$ cat src/rtl/seg7_pkg.sv
// ---------------------------------------------------------------------------
// seg7_pkg
// Shared definitions for the seven-segment display path.
//   seg7_t           : seven-bit segment vector {g,f,e,d,c,b,a}, bit 0 = a
//   SEG_0 .. SEG_9   : digit patterns, active-low (0 = segment lit)
//   SEG_BLANK        : every segment dark (active-low)
//   SEG_ALL_ON       : every segment lit (active-low)
//   BCD_MAX          : largest legal BCD code
// ---------------------------------------------------------------------------
package seg7_pkg;

    typedef logic [6:0] seg7_t;

    localparam seg7_t SEG_0      = 7'b1000000;
    localparam seg7_t SEG_1      = 7'b1111001;
    localparam seg7_t SEG_2      = 7'b0100100;
    localparam seg7_t SEG_3      = 7'b0110000;
    localparam seg7_t SEG_4      = 7'b0011001;
    localparam seg7_t SEG_5      = 7'b0010010;
    localparam seg7_t SEG_6      = 7'b0000010;
    localparam seg7_t SEG_7      = 7'b1111000;
    localparam seg7_t SEG_8      = 7'b0000000;
    localparam seg7_t SEG_9      = 7'b0010000;
    localparam seg7_t SEG_BLANK  = 7'b1111111;
    localparam seg7_t SEG_ALL_ON = 7'b0000000;

    localparam logic [3:0] BCD_MAX = 4'd9;

endpackage

$ cat src/rtl/bcd_seg_lut.sv
// ---------------------------------------------------------------------------
// bcd_seg_lut
// Purely combinational BCD digit lookup. Produces the segment pattern in
// "lit = 1" form so the caller can apply whatever output polarity it needs.
//   bcd     in  [3:0] : BCD code, 0-9 legal
//   lit     out [6:0] : {g..a}, 1 = segment lit; all zero for illegal codes
//   invalid out       : 1 when bcd is 10-15
// ---------------------------------------------------------------------------
module bcd_seg_lut
    import seg7_pkg::*;
(
    input  logic [3:0] bcd,
    output logic [6:0] lit,
    output logic       invalid
);

    always_comb begin
        lit     = '0;
        invalid = (bcd > BCD_MAX);
        // Table constants are active-low, so invert them into lit-high form.
        case (bcd)
            4'd0:    lit = ~SEG_0;
            4'd1:    lit = ~SEG_1;
            4'd2:    lit = ~SEG_2;
            4'd3:    lit = ~SEG_3;
            4'd4:    lit = ~SEG_4;
            4'd5:    lit = ~SEG_5;
            4'd6:    lit = ~SEG_6;
            4'd7:    lit = ~SEG_7;
            4'd8:    lit = ~SEG_8;
            4'd9:    lit = ~SEG_9;
            default: lit = '0;
        endcase
    end

endmodule

$ cat src/rtl/bcd_to_7seg.sv
// ---------------------------------------------------------------------------
// bcd_to_7seg
// Registered BCD to seven-segment decoder with lamp test, leading-zero
// ripple blanking and an invalid-code flag. One cycle of latency.
//   ACTIVE_LOW        : 1 = lit segment driven 0 (common anode), 0 = inverted
//   clk       in      : rising-edge clock
//   rst_n     in      : asynchronous active-low reset
//   bcd_in    in [3:0]: BCD digit, 10-15 flagged invalid
//   lamp_test in      : light every segment
//   rbi       in      : ripple-blank in, suppresses a zero digit
//   seg_out   out[6:0]: {g,f,e,d,c,b,a}
//   rbo       out     : this digit was zero-suppressed
//   invalid   out     : registered code was 10-15
// ---------------------------------------------------------------------------
module bcd_to_7seg
    import seg7_pkg::*;
#(
    parameter bit ACTIVE_LOW = 1'b1
) (
    input  logic       clk,
    input  logic       rst_n,
    input  logic [3:0] bcd_in,
    input  logic       lamp_test,
    input  logic       rbi,
    output logic [6:0] seg_out,
    output logic       rbo,
    output logic       invalid
);

    // Blank display in whichever polarity the pins use.
    localparam seg7_t SEG_RESET = ACTIVE_LOW ? SEG_BLANK : ~SEG_BLANK;

    logic [6:0] lut_lit;
    logic       lut_invalid;

    logic [6:0] lit_next;
    logic [6:0] seg_next;
    logic       rbo_next;
    logic       invalid_next;

    logic [6:0] seg_reg;
    logic       rbo_reg;
    logic       invalid_reg;

    bcd_seg_lut u_lut (
        .bcd     (bcd_in),
        .lit     (lut_lit),
        .invalid (lut_invalid)
    );

    // Priority: lamp test > invalid code > ripple blank > normal digit.
    // The invalid flag follows the input code even during lamp test.
    always_comb begin
        lit_next     = lut_lit;
        rbo_next     = 1'b0;
        invalid_next = lut_invalid;
        if (lamp_test) begin
            lit_next = '1;
        end else if (lut_invalid) begin
            lit_next = '0;
        end else if ((bcd_in == 4'd0) && rbi) begin
            lit_next = '0;
            rbo_next = 1'b1;
        end
    end

    // Per-segment polarity select.
    generate
        for (genvar gi = 0; gi < 7; gi++) begin : g_polarity
            assign seg_next[gi] = ACTIVE_LOW ? ~lit_next[gi] : lit_next[gi];
        end
    endgenerate

    always_ff @(posedge clk or negedge rst_n) begin
        if (!rst_n) begin
            seg_reg     <= SEG_RESET;
            rbo_reg     <= 1'b0;
            invalid_reg <= 1'b0;
        end else begin
            seg_reg     <= seg_next;
            rbo_reg     <= rbo_next;
            invalid_reg <= invalid_next;
        end
    end

    assign seg_out = seg_reg;
    assign rbo     = rbo_reg;
    assign invalid = invalid_reg;

endmodule

$ cat config.mk
export PLATFORM = sky130hd
export DESIGN_NAME = bcd_to_7seg
export DESIGN_NICKNAME = d
export VERILOG_FILES = /design/src/rtl/seg7_pkg.sv /design/src/rtl/bcd_seg_lut.sv /design/src/rtl/bcd_to_7seg.sv
export SDC_FILE = /design/constraint.sdc
export NUM_CORES = 1
export LEC_CHECK = 0
export CAP_MARGIN = 15
export CORE_AREA = 2 2 39 41
export CTS_CLUSTER_DIAMETER = 150
export DETAILED_ROUTE_END_ITERATION = 6
export DIE_AREA = 0 0 41 43
export DONT_BUFFER_PORTS = 1
export PLACE_DENSITY = 0.62
export SLEW_MARGIN = 10
export SYNTH_ARGS = -nofsm -noshare
export SYNTH_HDL_FRONTEND = slang
export SYNTH_SLANG_ARGS = --single-unit
$ cat constraint.sdc
create_clock -name clk -period 0.8 [get_ports clk]
set_clock_uncertainty 0.05 [all_clocks]
set_input_delay 0.08 -clock clk [delete_from_list [all_inputs] [get_ports clk]]
set_output_delay 0.08 -clock clk [all_outputs]
set_load 0.03 [all_outputs]
Figure 1. Pin placement (run 1).
(6 px per µm) Pins as bars across the die edge, other pins in grey.
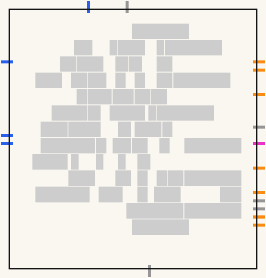
legend:
  seg_out:
    colour: orange
    pins: 7
    direction: output
    edge: right
  bcd_in:
    colour: blue
    pins: 4
    direction: input
    edge: 3 left, 1 top
  invalid:
    colour: magenta
    pins: 1
    direction: output
    edge: right
all pins by edge: 11 right, 3 left, 2 top, 1 bottom

Figure 2. Routed metal per tile (run 1).
(8 px per µm) The die is cut into 8 by 9 equal tiles; white is low, dark blue is high, scaled to the fullest tile. Values are wire area over tile area, all layers added.
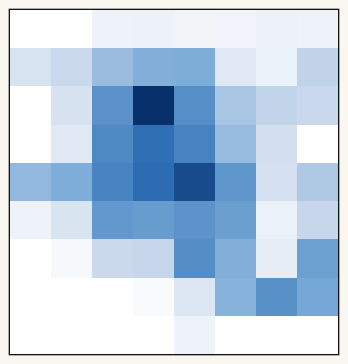
mean over tiles: 0.094
densest ninth of the die: middle
emptiest ninth of the die: bottom left
fullest tile: 0.34

==> flow_metrics.tcl, run 1 <==
# yosys + openroad results
set metrics [dict create \
    diodes 0 \
    fp_util_pct 39.1 \
    clkPwrFrac_pct 30.0 \
    grt_pass1_wl_mm 1.52 \
    critical_path_required_ns 0.67 \
    ys_async_sr_fraction_pct 100 \
    cts_setup_buffers 0 \
    cp.depth 0 \
    worst_slack_ns -0.195 \
    critical_path.startpoint "seg_out[1]" \
    use_met1_pct 13.6 \
    end_kind "primary output" \
    largest_reg_flops 7 \
    overflow 0 \
    drt_iter0_markers 3 \
    adder_share_pct 16.2 \
    swShare_pct 26.7 \
    dpl.hpwl_um 753 \
    relSlewSlack_pct 75.5 \
    path_class "flop to primary output" \
    violations "negative hold slack, negative setup slack" \
    final_hold_viol_count 4 \
    worstHoldPathType "input port to flop" \
    min_period_ns 0.995 \
    openroad.warnings 37 \
    ff_type "dfstp_2" \
    rows 14 \
    ant_nets 0 \
    io_pins 17 \
    firstDrtPassIters 4 \
    tns_ns -1.43 \
    p_comb_share_pct 15.6 \
    final_cells 74 \
    wl_met1_um 391 \
    p_leak_nw 0.296 \
    cts_sinks 9 \
    clk_pin_slew_ns 0.05 \
    cellPowerDensity_nw_per_um2 1560 \
    final-comb-area_um2 308 \
    drc 0 \
    syn_area_per_cell_um2 10.6 \
    ys_warn_count 0 \
    cts_tree "done" \
    core_area_um2 1380 \
    wl_um 987 \
    status "finished, violations left" \
    final-setup-viol-count 10 \
    endpoint "seg_out[1]" \
    synth_area_um2 541 \
    io_buffers 0 \
    hold_slack_ns -0.0799 \
    simple_gate_area_share_pct 10.2 \
    use_met3_pct 2.62 \
    top_usage_layer "met2" \
    synth_seq_share_pct 43.3 \
    synth_top_area_share_pct 34.0 \
    routed.top_layer "met4" \
    yosys_cells 51 \
    worstPathArrival_ns 0.86 \
    ys.flops 9 \
    ir_drop_v 0.000455 \
    fillers 128 \
    final_util_pct 50.1 \
    internal-power_uw 791 \
    lay_top_cells "dfstp_2, a21oi_1, ha_1" \
    path_max_fanout 1 \
]
Figure 3. Clock wires, drivers and flops (run 1).
(8 px per µm)
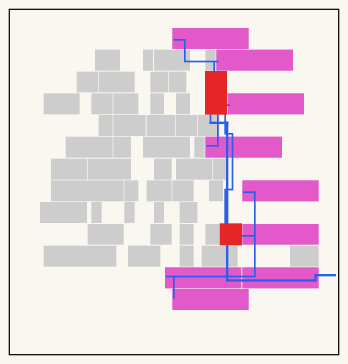
legend:
  clock wires:
    colour: blue
    length: 112 µm
  flip-flops:
    colour: magenta
    count: 9
  clock-net drivers:
    colour: red
    count: 3
routed clock nets: 4

Figure 4. Gate families picked out (run 1).
(12 px per µm)
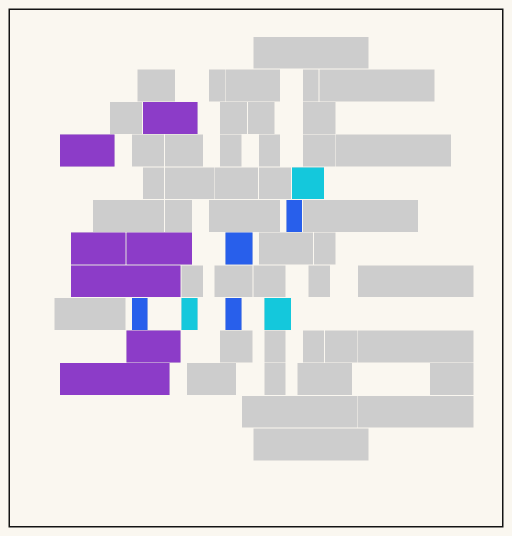
legend:
  fa/ha/maj cells:
    colour: purple
    cells: 7
  nand cells:
    colour: blue
    cells: 4
    where: middle
  nor cells:
    colour: cyan
    cells: 3

-- run 1: power groups by stage --
| stage | Sequential (mW) | Clock, mW | Combinational, mW |
|---|---|---|---|
| after floorplan | 0.590 | 0 | 0.127 |
| after global placement | 0.592 | 0 | 0.130 |
| after detailed placement | 0.595 | 0 | 0.130 |
| after CTS | 0.589 | 0.340 | 0.160 |
| after global routing | 0.593 | 0.374 | 0.189 |
| final | 0.588 | 0.324 | 0.168 |
-- run 1: how the worst min path moves through the flow --
| stage | from | end | slack (ns) | cells past startpoint |
|---|---|---|---|---|
| 6_report | bcd_in[2] | seg_out[2] | -0.08 | 3 |
| 5_1_grt | bcd_in[2] | seg_out[2] | -0.09 | 3 |
| 4_1_cts | bcd_in[2] | seg_out[1] | -0.09 | 2 |
| 3_5_place_dp | rst_n | invalid | -0.27 | 0 |
| 3_3_place_gp | rst_n | invalid | -0.27 | 0 |
| 2_1_floorplan | rst_n | invalid | -0.27 | 0 |
-- run 1: logic make-up (layout without fill, tap and decap cells) --
| kind of cell | after synthesis | count (layout) |
|---|---|---|
| muxes | 1 | 1 |
| adders and majority gates | 7 | 7 |
| and+or+nand+nor | 10 | 10 |
| DFF | 9 | 9 |
| buffers and inverters | 7 | 14 |
| AOI/OAI and AO/OA | 16 | 16 |
| xor gates and xnor gates | 1 | 1 |
-- run 1: final cells by class --
type	instances	area share [%]
Clock buffer	4	3.79
Inverter	4	6.14
Multi-Input combinational cell	35	44.4
Sequential cell	9	34.1
Tap cell	16	2.89
Timing Repair Buffer	6	8.66
-- run 1: repair_timing --
item / 4_1_cts / 5_1_grt
endpoints found under the hold margin: 18 / 7
hold buffers: 4 / 1
gates resized: 2 / 5
setup endpoints to repair: 9 / 15
pin swaps: 0 / 4
gates cloned: 0 / 0
Figure 5. Track usage over the die (run 1).
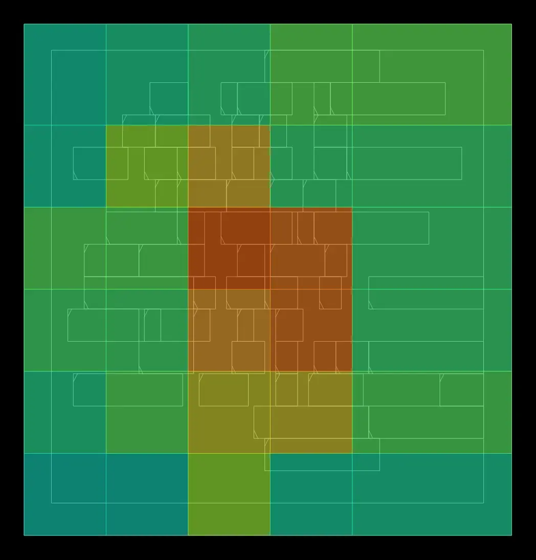

==> run 2: changes to the inputs <==
- CELL_PAD_IN_SITES_DETAIL_PLACEMENT: not set -> 0
- CELL_PAD_IN_SITES_GLOBAL_PLACEMENT: not set -> 1
- PLACE_DENSITY: 0.62 -> 0.76
Figure 6. Track usage over the die (run 2).
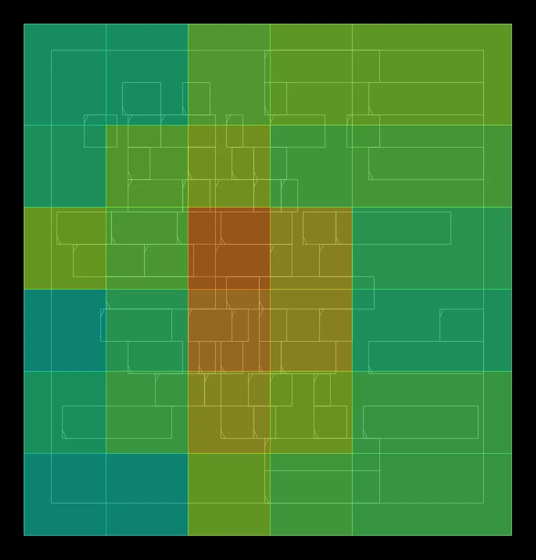
GR Layer Usage met3: 5.76%
total track usage: 14.2%
met1 Track Usage GR: 16.1%
routing usage on met2: 22.2%

Figure 7. Gate families picked out (run 2).
(12 px per µm)
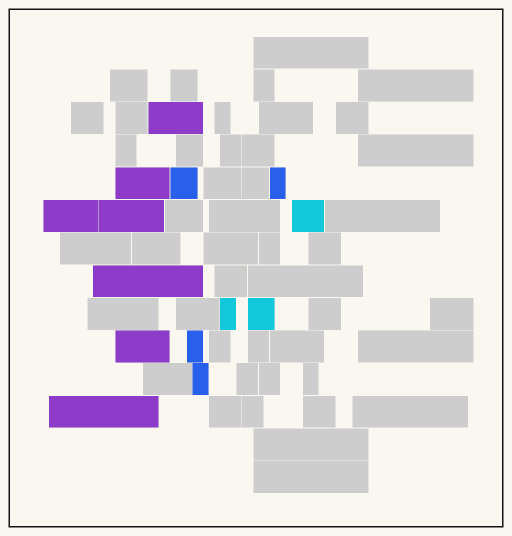
legend:
  nor cells:
    colour: cyan
    cells: 3
  nand cells:
    colour: blue
    cells: 4
  fa/ha/maj cells:
    colour: purple
    cells: 7

==> run 2 against run 1 <==
Net effect:
- synthesized area unchanged
- largest power group unchanged
- the run still ends with negative hold slack, negative setup slack left
- combinational power about the same
- setup slack got worse by 0.0051 ns
- worst hold slack got worse by 0.0048 ns
- routed wire length increased by 2.7%
- clock-buffer cell count unchanged
- power increased by 1.1%
- critical endpoint is now seg_out[2]
- critical path depth unchanged
- via count increased by 2.6%
- global-route usage increased by 1.3 points
- clock power increased by 3%
- first-iteration DRC count decreased by 67%
==> flow_metrics.tcl, run 2 <==
# yosys + openroad results
set metrics [dict create \
    status "finished, violations left" \
    violations "negative hold slack, negative setup slack" \
    cts_setup_buffers 0 \
    io_buffers 0 \
    nonClkBufAreaFrac_pct 9.64 \
    ys_async_sr_fraction_pct 100 \
    overflow 0 \
    worstPathArrival_ns 0.87 \
    io_pins 17 \
    cellPowerDensity_nw_per_um2 1560 \
    rows 14 \
    ff_type "dfstp_2" \
    drc 0 \
    worst_slack_ns -0.200 \
    tap_cells 16 \
    min_period_ns 1.00 \
    lay_top_cells "dfstp_2, a21oi_1, ha_1" \
    worstHoldStart "bcd_in[2]" \
    grt_pass1_wl_mm 1.68 \
    synth_area_um2 541 \
    cts_tree "done" \
    synth_seq_share_pct 43.3 \
    seq_share_pct 33.8 \
    critical_path.startpoint "seg_out[2]" \
    p_leak_nw 0.301 \
    ys.flops 9 \
    vias 392 \
    fillers 129 \
    final-comb-area_um2 308 \
    diodes 0 \
    clk_pin_slew_ns 0.06 \
    largest_reg_flops 7 \
    core_area_um2 1380 \
    ys_warn_count 0 \
    largestClassByArea "multi-input combinational cells" \
    firstDrtPassIters 2 \
    critical_path_required_ns 0.67 \
    relSlewSlack_pct 74.9 \
    path_class "flop to primary output" \
    ant_nets 0 \
    endpoint "seg_out[2]" \
    fp_util_pct 39.1 \
    worstHoldPathType "input port to flop" \
    dpl.hpwl_um 767 \
    syn_area_per_cell_um2 10.6 \
    final-setup-viol-count 9 \
    openroad.warnings 37 \
    flops 9 \
    synthTopCellsByCount "dfstp_2, ha_1, a21oi_1, inv_1, nand2_1" \
    yosys_cells 51 \
    cts_sinks 9 \
    wl_mm 1.01 \
    synth_top_area_share_pct 34.0 \
    cp.depth 0 \
    hold_slack_ns -0.0847 \
    final_util_pct 50.6 \
    path_max_fanout 1 \
    inv_count 4 \
    htree_num_levels 1 \
    ir_drop_v 0.000475 \
    final_hold_viol_count 6 \
    clockBufferCount 4 \
    clock_cell_area_share_pct 3.75 \
]
## run 2: worst min-delay path by stage
stage	endpoint	slack, ns	cells after the start
finish	seg_out[2]	-0.08	3
global route	seg_out[2]	-0.08	3
detailed placement	invalid	-0.27	0
floorplan	invalid	-0.27	0
CTS	seg_out[1]	-0.09	2
global placement	invalid	-0.27	0
## run 2: where the power goes
part	internal [mW]	switching [mW]	total, mW
Clock	0.191	0.143	0.334
Combinational	0.0909	0.0798	0.171
Sequential	0.511	0.0761	0.587
Total	0.793	0.298	1.09
## run 2: what timing repair did
action                                  4_1_cts  5_1_grt
gates resized                                 2        5
endpoints found under the hold margin        18        7
pin swaps                                     0        4
endpoints found under the setup margin        9       17
hold buffers                                  4        1
## run 2: metal layers
layer	global-route usage (%)	vias up	share of wire, %
met1	16.1	185	40
li1	-	192	-
met5	0	-	0
met4	6.00	0	0
met3	5.76	0	8.4
met2	22.2	15	52
## run 2: worst min-delay path, stage by stage
cell and delay (ns):
nor2_2 0.02, nand2_1 0.05, a21oi_1 0.05
## run 2: cell families (layout without fill, tap and decap cells)
| group | Yosys count | count (layout) | synth area share (%) |
|---|---|---|---|
| XOR/XNOR | 1 | 1 | 1.62 |
| AND/OR/NAND/NOR | 10 | 10 | 10.2 |
| adder cells (fa/ha/maj) | 7 | 7 | 16.2 |
| buffers and inverters | 7 | 15 | 7.41 |
| flip-flops | 9 | 9 | 43.3 |
| multiplexers | 1 | 1 | 2.08 |
| AND-OR/OR-AND | 16 | 16 | 19.2 |
## run 2: stage by stage
stage	TNS [ns]	std cells	instance area (µm²)	hold slack (ns)
floorplan	-0.312	51	593	-0.266
global placement	-0.771	67	613	-0.265
detailed placement	-1.04	67	613	-0.265
CTS	-1.91	75	682	-0.0910
global route	-1.87	75	701	-0.0847
finish	-1.46	75	701	-0.0847
==> run 3: changes to the inputs <==
- CTS_CLUSTER_SIZE: not set -> 20
Figure 8. Routed metal per tile (run 3).
(8 px per µm) The die is cut into 8 by 9 equal tiles; white is low, dark blue is high, scaled to the fullest tile. Values are wire area over tile area, all layers added.
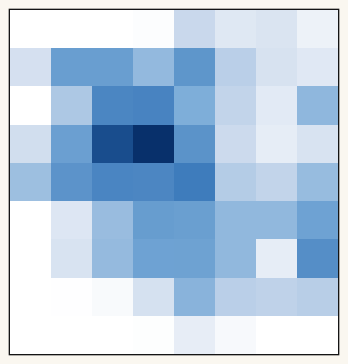
tiles over half the peak: 26%
densest ninth of the die: middle
mean over tiles: 0.093
emptiest ninth of the die: bottom left
fullest tile: 0.31

Figure 9. Pin placement (run 3).
(6 px per µm) Pins as bars across the die edge, other pins in grey.
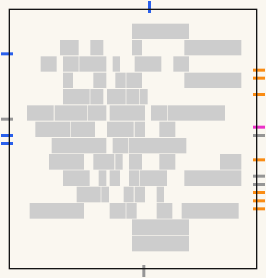
legend:
  bcd_in:
    colour: blue
    pins: 4
    direction: input
    edge: 3 left, 1 top
  invalid:
    colour: magenta
    pins: 1
    direction: output
    edge: right
  seg_out:
    colour: orange
    pins: 7
    direction: output
    edge: right
all pins by edge: 11 right, 4 left, 1 top, 1 bottom

==> run 3 against run 2 <==
Net effect:
- the flow still finishes with violations (negative hold slack, negative setup slack)
- critical path depth unchanged
- combinational power barely moved
- routed wire length stayed put
- clock power is essentially flat
==> flow_metrics.tcl, run 3 <==
# yosys + openroad results
set metrics [dict create \
    gp_congestion 0.781 \
    grt_pass1_vias 379 \
    synth.net_count 66 \
    dpl.hpwl_um 767 \
    ys_area_um2 541 \
    diodes 0 \
    p_sw_uw 298 \
    synth_seq_share_pct 43.3 \
    fp_util_pct 39.1 \
    largest_area_cell "dfstp_2" \
    vias 392 \
    hold_slack_ns -0.0847 \
    ant_nets 0 \
    worst_pin_slew_ns 0.375 \
    place_inst 67 \
    final_util_pct 50.6 \
    final_cells 75 \
    synthTopCellsByArea "dfstp_2, ha_1, dfrtp_1" \
    clock_path_buffers 2 \
    worstHoldStart "bcd_in[2]" \
    cts_setup_buffers 0 \
    netlist_instances 51 \
    cts_resized 2 \
    postCtsHoldBufs 4 \
    min_period_ns 1.00 \
    swShare_pct 27.3 \
    gr-usage-all-layers_pct 14.2 \
    synth_area_um2 541 \
    drc 0 \
    path_max_fanout 1 \
    ff_type "dfstp_2" \
    cts_sinks 9 \
    rows 14 \
    largest_reg_flops 7 \
    via_per_inst 5.23 \
    final-setup-viol-count 9 \
    tns_ns -1.46 \
    nets 75 \
    io_pins 17 \
    yosysUniqueCellTypes 27 \
    fmax_mhz 1000 \
    use_met1_pct 16.1 \
    ys.flops 9 \
    lay_top_cells "dfstp_2, a21oi_1, ha_1" \
    final_hold_viol_count 6 \
    relSlewSlack_pct 74.9 \
    worstSetupStartpointType "flop" \
    met2_usage_pct 22.2 \
    ir_drop_v 0.000475 \
    grt_pass1_wl_mm 1.68 \
    path_class "flop to primary output" \
    htree_num_levels 1 \
    p_comb_share_pct 15.6 \
    fillers 129 \
    io_buffers 0 \
    edf_count 0 \
    die_x_um 41 \
    syn_area_per_cell_um2 10.6 \
    synth_top_area_share_pct 34.0 \
    dieHeight_um 43 \
    synthTopCellsByCount "dfstp_2, ha_1, a21oi_1, inv_1, nand2_1" \
    yosys_cells 51 \
    final-comb-area_um2 308 \
    antenna_found_initial 0 \
    seqCellArea_um2 236 \
    clkPwrFrac_pct 30.6 \
    p_seq_share_pct 53.8 \
    clk_pin_slew_ns 0.06 \
    critical_path.startpoint "seg_out[2]" \
    cap_violations 0 \
    internal-power_uw 793 \
    critical_path_required_ns 0.67 \
    end_kind "primary output" \
    violations "negative hold slack, negative setup slack" \
    top_usage_layer "met2" \
    cts_tree "done" \
    finalMaxSlewViolations 0 \
    overflow 0 \
    drt_iter0_markers 1 \
    core_area_um2 1380 \
    worst_slack_ns -0.200 \
    status "finished, violations left" \
    p_leak_nw 0.301 \
    clockRootBuffer "clkbuf_4" \
    worstHoldPathType "input port to flop" \
    use_met3_pct 5.76 \
    period_used_pct 125 \
    firstDrtPassIters 2 \
    ys_async_sr_fraction_pct 100 \
    ys_warn_count 0 \
    layout_top_cell "dfstp_2" \
    cellPowerDensity_nw_per_um2 1560 \
    openroad.warnings 37 \
    wl_mm 1.01 \
    worstPathArrival_ns 0.87 \
    drive_gt1_share_pct 44.1 \
]
run 3: cell counts after synthesis:
Identical to the previous run, type by type.
run 3: logic make-up (layout without fill, tap and decap cells):
| kind of cell | count (synthesis) | after routing | share of synthesized area, % |
|---|---|---|---|
| AND-OR/OR-AND | 16 | 16 | 19.2 |
| AND/OR/NAND/NOR | 10 | 10 | 10.2 |
| flip-flops | 9 | 9 | 43.3 |
| adder cells (fa/ha/maj) | 7 | 7 | 16.2 |
| buffers and inverters | 7 | 15 | 7.41 |
| XOR/XNOR | 1 | 1 | 1.62 |
| multiplexers | 1 | 1 | 2.08 |
run 3: final timing paths:
kind                               to  depth (start not counted)
min in group asynchronous     invalid                          1
worst max-delay path       seg_out[2]                          0
worst min-delay path       seg_out[2]                          3
max in group asynchronous  seg_out[0]                          1
run 3: cell type report:
type	count	share of cell area, %
clock buffer	4	3.75
inverter	4	6.07
multi-input combinational	35	43.9
sequential	9	33.8
tap	16	2.86
timing repair buffer	7	9.64
run 3: stage by stage:
stage               area, µm²  setup slack (ns)  hold slack [ns]
floorplan                 593           -0.0625           -0.266
global placement          613            -0.133           -0.265
detailed placement        613            -0.177           -0.265
CTS                       682            -0.213          -0.0910
global route              701            -0.242          -0.0847
finish                    701            -0.200          -0.0847
run 3: layer usage:
layer  vias up  wire length (µm)
met2        15               526
met4         0                 0
li1        192                 -
met1       185               401
met3         0                85
met5         -                 0
run 3: power groups by stage:
stage / clock [mW] / sequential (mW) / combinational [mW]
after floorplan: 0 / 0.590 / 0.127
after global placement: 0 / 0.592 / 0.134
after detailed placement: 0 / 0.595 / 0.133
after CTS: 0.346 / 0.588 / 0.164
after global routing: 0.402 / 0.593 / 0.196
final: 0.334 / 0.587 / 0.171
Power figures rest on the tool's default switching activity, not on a simulated workload.
